[config.mk]
export PLATFORM = sky130hd
export DESIGN_NAME = rock_tuner
export DESIGN_NICKNAME = d
export VERILOG_FILES = /design/src/rtl/rock_pkg.sv /design/src/rtl/rock_tuner_bound_step.sv /design/src/rtl/rock_tuner.sv
export SDC_FILE = /design/constraint.sdc
export NUM_CORES = 1
export LEC_CHECK = 0
export CORE_MARGIN = 3
export CORE_UTILIZATION = 45
export DETAILED_ROUTE_END_ITERATION = 16
export GPL_TIMING_DRIVEN = 0
export PLACE_DENSITY = 0.67
export SLEW_MARGIN = 0
export SYNTH_ARGS = -nofsm -noshare
export SYNTH_HDL_FRONTEND = slang
export SYNTH_SLANG_ARGS = --single-unit
[constraint.sdc]
create_clock -name clk -period 4.3 [get_ports clk]
set_input_delay 0.43 -clock clk [delete_from_list [all_inputs] [get_ports clk]]
set_output_delay 0.43 -clock clk [all_outputs]
set_load 0.05 [all_outputs]
[src/rtl/rock_pkg.sv]
// Shared types and default tuning constants for the rocking tuner.
package rock_pkg;

    typedef enum logic [1:0] {
        IDLE   = 2'd0,
        SETTLE = 2'd1,
        HOLD   = 2'd2,
        FAULT  = 2'd3
    } state_t;

    // Saturate clamps at the bound; bounce reflects off it and flips direction.
    typedef enum logic {
        MODE_SAT    = 1'b0,
        MODE_BOUNCE = 1'b1
    } step_mode_t;

    typedef enum logic [1:0] {
        PULSE_NONE = 2'd0,
        PULSE_INC  = 2'd1,
        PULSE_DEC  = 2'd2
    } pulse_t;

    localparam int DEF_AMP_W        = 8;
    localparam int DEF_FREQ_W       = 8;
    localparam int DEF_AMP_INIT     = 128;
    localparam int DEF_AMP_MIN      = 32;
    localparam int DEF_AMP_MAX      = 200;
    localparam int DEF_AMP_STEP     = 16;
    localparam int DEF_FREQ_INIT    = 60;
    localparam int DEF_FREQ_MIN     = 40;
    localparam int DEF_FREQ_MAX     = 80;
    localparam int DEF_FREQ_STEP    = 10;
    localparam int DEF_SETTLE_TICKS = 4;
    localparam int DEF_ERR_LIMIT    = 8;

endpackage

[src/rtl/rock_tuner_bound_step.sv]
// Combinational bounded stepper: one step of STEP in the requested direction,
// either clamped to [MIN,MAX] or bounced back off the violated bound.
module bound_step
    import rock_pkg::*;
#(
    parameter int W    = 8,
    parameter int MIN  = 0,
    parameter int MAX  = 255,
    parameter int STEP = 1
) (
    input  logic       [W-1:0] val,
    input  logic               dir_up,
    input  step_mode_t         mode,
    output logic       [W-1:0] nxt,
    output logic               nxt_up,
    output pulse_t             pulse
);

    // One bit of headroom so the sum/compare never wraps.
    logic [W:0] up_sum;
    logic [W:0] dn_diff;
    logic       over;
    logic       under;

    assign up_sum  = {1'b0, val} + (W+1)'(STEP);
    assign dn_diff = {1'b0, val} - (W+1)'(STEP);
    assign over    = up_sum > (W+1)'(MAX);
    assign under   = {1'b0, val} < ((W+1)'(MIN) + (W+1)'(STEP));

    // Pick next value, direction and pulse kind for the selected mode.
    always_comb begin
        nxt    = val;
        nxt_up = dir_up;
        pulse  = PULSE_NONE;
        if (mode == MODE_SAT) begin
            if (dir_up) begin
                nxt   = over ? W'(MAX) : up_sum[W-1:0];
                pulse = PULSE_INC;
            end else begin
                nxt   = under ? W'(MIN) : dn_diff[W-1:0];
                pulse = PULSE_DEC;
            end
        end else begin
            if (dir_up && over) begin
                nxt    = dn_diff[W-1:0];
                nxt_up = 1'b0;
                pulse  = PULSE_DEC;
            end else if (dir_up) begin
                nxt   = up_sum[W-1:0];
                pulse = PULSE_INC;
            end else if (under) begin
                nxt    = up_sum[W-1:0];
                nxt_up = 1'b1;
                pulse  = PULSE_INC;
            end else begin
                nxt   = dn_diff[W-1:0];
                pulse = PULSE_DEC;
            end
        end
    end

endmodule

[src/rtl/rock_tuner.sv]
// Closed-loop rocking tuner: settles for a window of sample ticks, then
// backs amplitude off while calm, searches frequency while stressed, and
// latches a fault after too many stressed evaluations in a row.
module rock_tuner
    import rock_pkg::*;
#(
    parameter int AMP_W        = DEF_AMP_W,
    parameter int FREQ_W       = DEF_FREQ_W,
    parameter int AMP_INIT     = DEF_AMP_INIT,
    parameter int AMP_MIN      = DEF_AMP_MIN,
    parameter int AMP_MAX      = DEF_AMP_MAX,
    parameter int AMP_STEP     = DEF_AMP_STEP,
    parameter int FREQ_INIT    = DEF_FREQ_INIT,
    parameter int FREQ_MIN     = DEF_FREQ_MIN,
    parameter int FREQ_MAX     = DEF_FREQ_MAX,
    parameter int FREQ_STEP    = DEF_FREQ_STEP,
    parameter int SETTLE_TICKS = DEF_SETTLE_TICKS,
    parameter int ERR_LIMIT    = DEF_ERR_LIMIT
) (
    input  logic              clk,
    input  logic              reset,
    input  logic              enable,
    input  logic              sample_tick,
    input  logic              stress,
    output logic              run,
    output logic [AMP_W-1:0]  amp,
    output logic [FREQ_W-1:0] freq,
    output logic              amp_dec,
    output logic              amp_inc,
    output logic              freq_inc,
    output logic              freq_dec,
    output logic              calm,
    output logic              error,
    output logic [1:0]        state
);

    localparam int TW = $clog2(SETTLE_TICKS + 1);
    localparam int FW = $clog2(ERR_LIMIT + 1);

    if (!(AMP_MIN <= AMP_INIT && AMP_INIT <= AMP_MAX &&
          FREQ_MIN <= FREQ_INIT && FREQ_INIT <= FREQ_MAX &&
          FREQ_MAX - FREQ_MIN >= FREQ_STEP &&
          SETTLE_TICKS >= 1 && ERR_LIMIT >= 1)) begin : g_param_check
        $error("rock_tuner: illegal parameter set");
    end

    state_t              state_q, state_d;
    logic                run_q, run_d, calm_q, calm_d, error_q, error_d;
    logic [AMP_W-1:0]    amp_q, amp_d;
    logic [FREQ_W-1:0]   freq_q, freq_d;
    logic                ainc_q, ainc_d, adec_q, adec_d;
    logic                finc_q, finc_d, fdec_q, fdec_d;
    logic                dir_up_q, dir_up_d, last_dec_q, last_dec_d;
    logic [TW-1:0]       tick_q, tick_d;
    logic [FW-1:0]       fail_q, fail_d;

    logic [AMP_W-1:0]    amp_nxt;
    logic                amp_nxt_up;
    pulse_t              amp_pulse;
    logic [FREQ_W-1:0]   freq_nxt;
    logic                freq_nxt_up;
    pulse_t              freq_pulse;

    // Stressed -> restore amplitude upward, calm -> back it off downward.
    bound_step #(.W(AMP_W), .MIN(AMP_MIN), .MAX(AMP_MAX), .STEP(AMP_STEP)) u_amp_step (
        .val(amp_q), .dir_up(stress), .mode(MODE_SAT),
        .nxt(amp_nxt), .nxt_up(amp_nxt_up), .pulse(amp_pulse)
    );

    bound_step #(.W(FREQ_W), .MIN(FREQ_MIN), .MAX(FREQ_MAX), .STEP(FREQ_STEP)) u_freq_step (
        .val(freq_q), .dir_up(dir_up_q), .mode(MODE_BOUNCE),
        .nxt(freq_nxt), .nxt_up(freq_nxt_up), .pulse(freq_pulse)
    );

    // Next-state and next-output decision; every output is registered below.
    always_comb begin
        state_d    = state_q;
        run_d      = run_q;
        calm_d     = calm_q;
        error_d    = error_q;
        amp_d      = amp_q;
        freq_d     = freq_q;
        dir_up_d   = dir_up_q;
        last_dec_d = last_dec_q;
        tick_d     = tick_q;
        fail_d     = fail_q;
        ainc_d     = 1'b0;
        adec_d     = 1'b0;
        finc_d     = 1'b0;
        fdec_d     = 1'b0;
        case (state_q)
            IDLE: begin
                if (enable) begin
                    state_d    = SETTLE;
                    run_d      = 1'b1;
                    amp_d      = AMP_W'(AMP_INIT);
                    freq_d     = FREQ_W'(FREQ_INIT);
                    dir_up_d   = 1'b1;
                    fail_d     = '0;
                    tick_d     = '0;
                    last_dec_d = 1'b0;
                end
            end
            SETTLE: begin
                if (!enable) begin
                    state_d = IDLE;
                    run_d   = 1'b0;
                    amp_d   = '0;
                    freq_d  = '0;
                end else if (sample_tick) begin
                    if (tick_q == TW'(SETTLE_TICKS - 1)) begin
                        tick_d = '0;
                        if (stress && (fail_q + FW'(1)) == FW'(ERR_LIMIT)) begin
                            state_d = FAULT;
                            error_d = 1'b1;
                            run_d   = 1'b0;
                            amp_d   = AMP_W'(AMP_MIN);
                        end else if (stress && last_dec_q) begin
                            // Last back-off made things worse: undo it.
                            amp_d      = amp_nxt;
                            ainc_d     = (amp_pulse == PULSE_INC);
                            last_dec_d = ~amp_nxt_up;
                            fail_d     = fail_q + FW'(1);
                        end else if (stress) begin
                            freq_d   = freq_nxt;
                            dir_up_d = freq_nxt_up;
                            finc_d   = (freq_pulse == PULSE_INC);
                            fdec_d   = (freq_pulse == PULSE_DEC);
                            fail_d   = fail_q + FW'(1);
                        end else if (amp_q == AMP_W'(AMP_MIN)) begin
                            state_d = HOLD;
                            calm_d  = 1'b1;
                            fail_d  = '0;
                        end else begin
                            // A downward amp move arms the regression undo.
                            amp_d      = amp_nxt;
                            adec_d     = (amp_pulse == PULSE_DEC);
                            last_dec_d = ~amp_nxt_up;
                            fail_d     = '0;
                        end
                    end else begin
                        tick_d = tick_q + TW'(1);
                    end
                end
            end
            HOLD: begin
                if (!enable) begin
                    state_d = IDLE;
                    run_d   = 1'b0;
                    calm_d  = 1'b0;
                    amp_d   = '0;
                    freq_d  = '0;
                end else if (sample_tick && stress) begin
                    state_d    = SETTLE;
                    calm_d     = 1'b0;
                    amp_d      = AMP_W'(AMP_INIT);
                    last_dec_d = 1'b0;
                    fail_d     = '0;
                    tick_d     = '0;
                end
            end
            FAULT: ;
            default: ;
        endcase
    end

    // State and output registers, cleared by synchronous reset.
    always_ff @(posedge clk) begin
        if (reset) begin
            state_q    <= IDLE;
            run_q      <= 1'b0;
            calm_q     <= 1'b0;
            error_q    <= 1'b0;
            amp_q      <= '0;
            freq_q     <= '0;
            dir_up_q   <= 1'b0;
            last_dec_q <= 1'b0;
            tick_q     <= '0;
            fail_q     <= '0;
            ainc_q     <= 1'b0;
            adec_q     <= 1'b0;
            finc_q     <= 1'b0;
            fdec_q     <= 1'b0;
        end else begin
            state_q    <= state_d;
            run_q      <= run_d;
            calm_q     <= calm_d;
            error_q    <= error_d;
            amp_q      <= amp_d;
            freq_q     <= freq_d;
            dir_up_q   <= dir_up_d;
            last_dec_q <= last_dec_d;
            tick_q     <= tick_d;
            fail_q     <= fail_d;
            ainc_q     <= ainc_d;
            adec_q     <= adec_d;
            finc_q     <= finc_d;
            fdec_q     <= fdec_d;
        end
    end

    assign state    = state_q;
    assign run      = run_q;
    assign calm     = calm_q;
    assign error    = error_q;
    assign amp      = amp_q;
    assign freq     = freq_q;
    assign amp_inc  = ainc_q;
    assign amp_dec  = adec_q;
    assign freq_inc = finc_q;
    assign freq_dec = fdec_q;

endmodule

Fig. 1: logic cells by family
The bar under the picture is 20 um long.
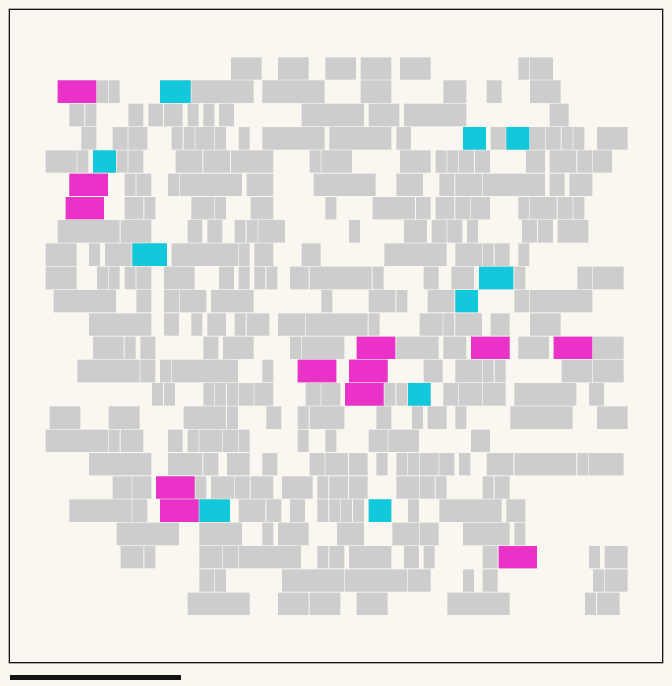
family	colour	cells
adder and majority cells	magenta	12
AND-OR and OR-AND gates	cyan	10

Fig. 2: cell classes on the final placement
The bar under the picture is 20 um long.
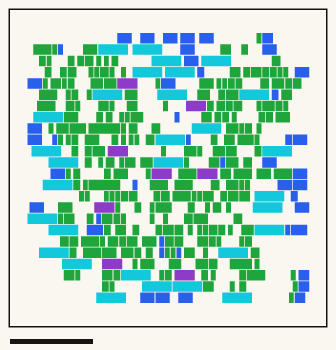
class	colour	cells
flops	cyan	30
other buffers and delay cells	blue	45
clock drivers and dummy loads	purple	8
combinational and other logic	green	245

==> run notes <==
The filler cells instantiated in the layout total 453. For this design, Yosys synthesis ends with a cell count of 293. OpenROAD reports that the post-layout worst path occupies 59.2% of the period. With the number of setup buffers added after CTS at 0, the number of global-route vias before repair is 2,052. Row generation in the floorplan step produced 24 rows. The total CTS buffers is 5.

The worst register-to-register path has a setup slack of 1750 ps. Summing the areas of all compound-gate instances in the mapped netlist gives 25.0% of the synthesized area. The remaining design rule violation count was 0; the leakage component of the power was 1.02 nW.

Setup repair after global routing left no endpoint under its margin. STA lists the maximum fanout along the critical path as 10. The die footprint is 5800 um2, and the area used by multi-input combinational logic is 1440 um2. The net count of the finished layout is 344. The synthesized design contains 0 enable-type register cells. The pin closest to its max-slew limit shows a slew of 608 ps. The timing report shows that the slowest cell on the worst path is dfxtp_1. The depth of the CTS H-tree was 2. For the worst setup path, the data arrival time is 2720 ps.

TritonCTS built the clock tree. The run finished with clean final reports. By area the synthesized netlist is led by dfxtp_1 (27%), ha_1 (6.8%), nor2_1 (5.9%), a21oi_1 (5.4%), nand2_1 (4.2%).

The worst setup path is launched from a flop. The mapped netlist covers 2220 um2. The biggest combinational cell group after synthesis is simple AND/OR/NAND/NOR gates. The number of antenna violations at the first check in global routing was 0; the data required time at the worst endpoint was 4480 ps.

The setup TNS came out at 0 ps. Before antenna repair, the detailed router went through 4 iterations. The synthesized chip area reported by yosys was 2220 um2. Yosys reported that registers with async set or reset make up 0%. CTS reports a maximum clock tree buffer depth of 2.

The fraction of met3 tracks used by global routing came out at 3.07%. The launch point of the worst register-to-register path is recorded as freq[2]$_SDFFE_PP0P_. For this run, the detailed router reports a per-instance via density of 5.53.

The run gives 7.57 um2 for the post-synthesis average cell area. The cell type group with the largest total delay on the critical path is AND-OR/OR-AND gates. RePlAce ended its routability-driven mode at a weighted congestion of 0.868.

After legalization and detailed placement, the total HPWL measured 4220 um. The logs give 30 for the number of top-level design ports and 280 ps for the clock latency on the worst-skew pair. The area fraction of the dominant cell type after synthesis is 27.1%, and the cell area after placement is 2550 um2. The run gives 0 as the max-capacitance violation count. Category of the worst setup path capture point: a flop. The routed layout has 2,172 vias. Length in cells of the worst reg-to-reg path: 8.

The most critical setup path has its endpoint at freq[3]$_SDFFE_PP0P_. The report lists the cells along the critical path as ha_1, nand4_1, o21ai_0, o2111ai_1, o21ai_2, mux2i_1, xnor2_1, a2111oi_2. With the die width at 76.2 um, the height of the die is 76.2 um. In the Yosys report, the sequential cells make up 27.1% of the chip area.

Leaving out fill and tap cells, the most frequent cells in the layout are nor2_1 (35), dfxtp_1 (30), nand2_1 (25), a21oi_1 (24), clkdlybuf4s50_1 (24). The critical path in this run is classified as reg -> reg. Across the VDD grid, the largest voltage drop is 0.000340 V. Sequential cells placed in the final layout were counted as 30.

The final tally of max-slew violations was 0. Cell type contributing the most total cell area after synthesis: dfxtp_1. 227 cells are multi-input combinational gates. The fraction of layout instances using a drive strength above 1 was 8.54%. The root buffer cell chosen for the clock tree is clkbuf_8. The count of buffers inserted at the top-level ports came out at 24.

The smallest clock period supported by the final layout is computed as 2550 ps. The most common cell in the netlist is nor2_1. The repair_antennas step left the layout with diodes totalling 0. For the number of synthesis warnings, the log shows 0.
Fig. 3: routing congestion
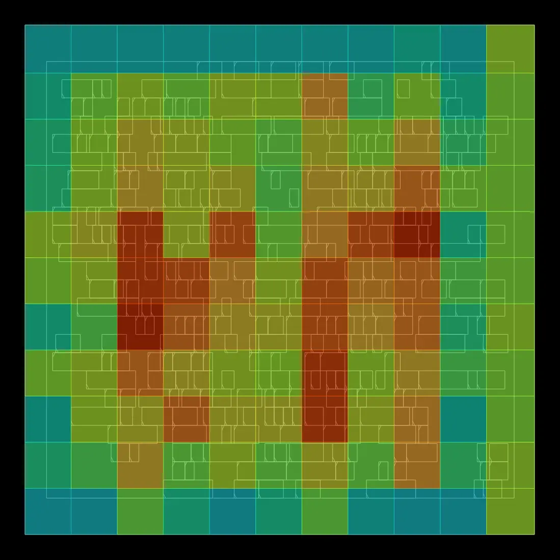
busiest layer in global routing: met2
global-route usage over all layers: 19.5%
fraction of met1 tracks used by global routing: 24.9%
routed wirelength normalized by instance count: 14.4 um

Fig. 4: sequential cells grouped by signal name
The bar under the picture is 20 um long. Other sequential cells in the stronger grey, the rest of the logic in the fainter grey.
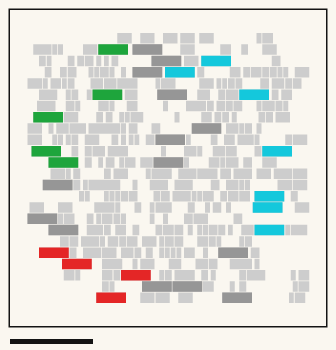
name in the netlist	colour	placed flops
amp	green	5
fail_q	red	4
freq	cyan	7

==> stage by stage <==
step / cells / util (%) / hold slack (ps) / setup WS [ps]
floorplan: 296 / - / 436 / 1740
global placement: 385 / 55.9 / 446 / 1610
detailed placement: 385 / 55.9 / 461 / 1610
CTS: 393 / 58.3 / 470 / 1740
global route: 393 / 58.3 / 494 / 1530
finish: 393 / 58.3 / 471 / 1750
==> power by group <==
group / switching, mW / total, mW / internal (mW)
clock network: 0.109 / 0.271 / 0.162
registers: 0.0566 / 0.390 / 0.333
logic: 0.641 / 1.02 / 0.374
total: 0.807 / 1.68 / 0.869
==> layer usage <==
layer  share of wire [%]  wire length, um
met1                  48             2690
met2                  48             2720
met3                 3.3              189
met4                 1.1               62
met5                   0                0
No activity file was given, so power comes from the tool's default toggle rates.
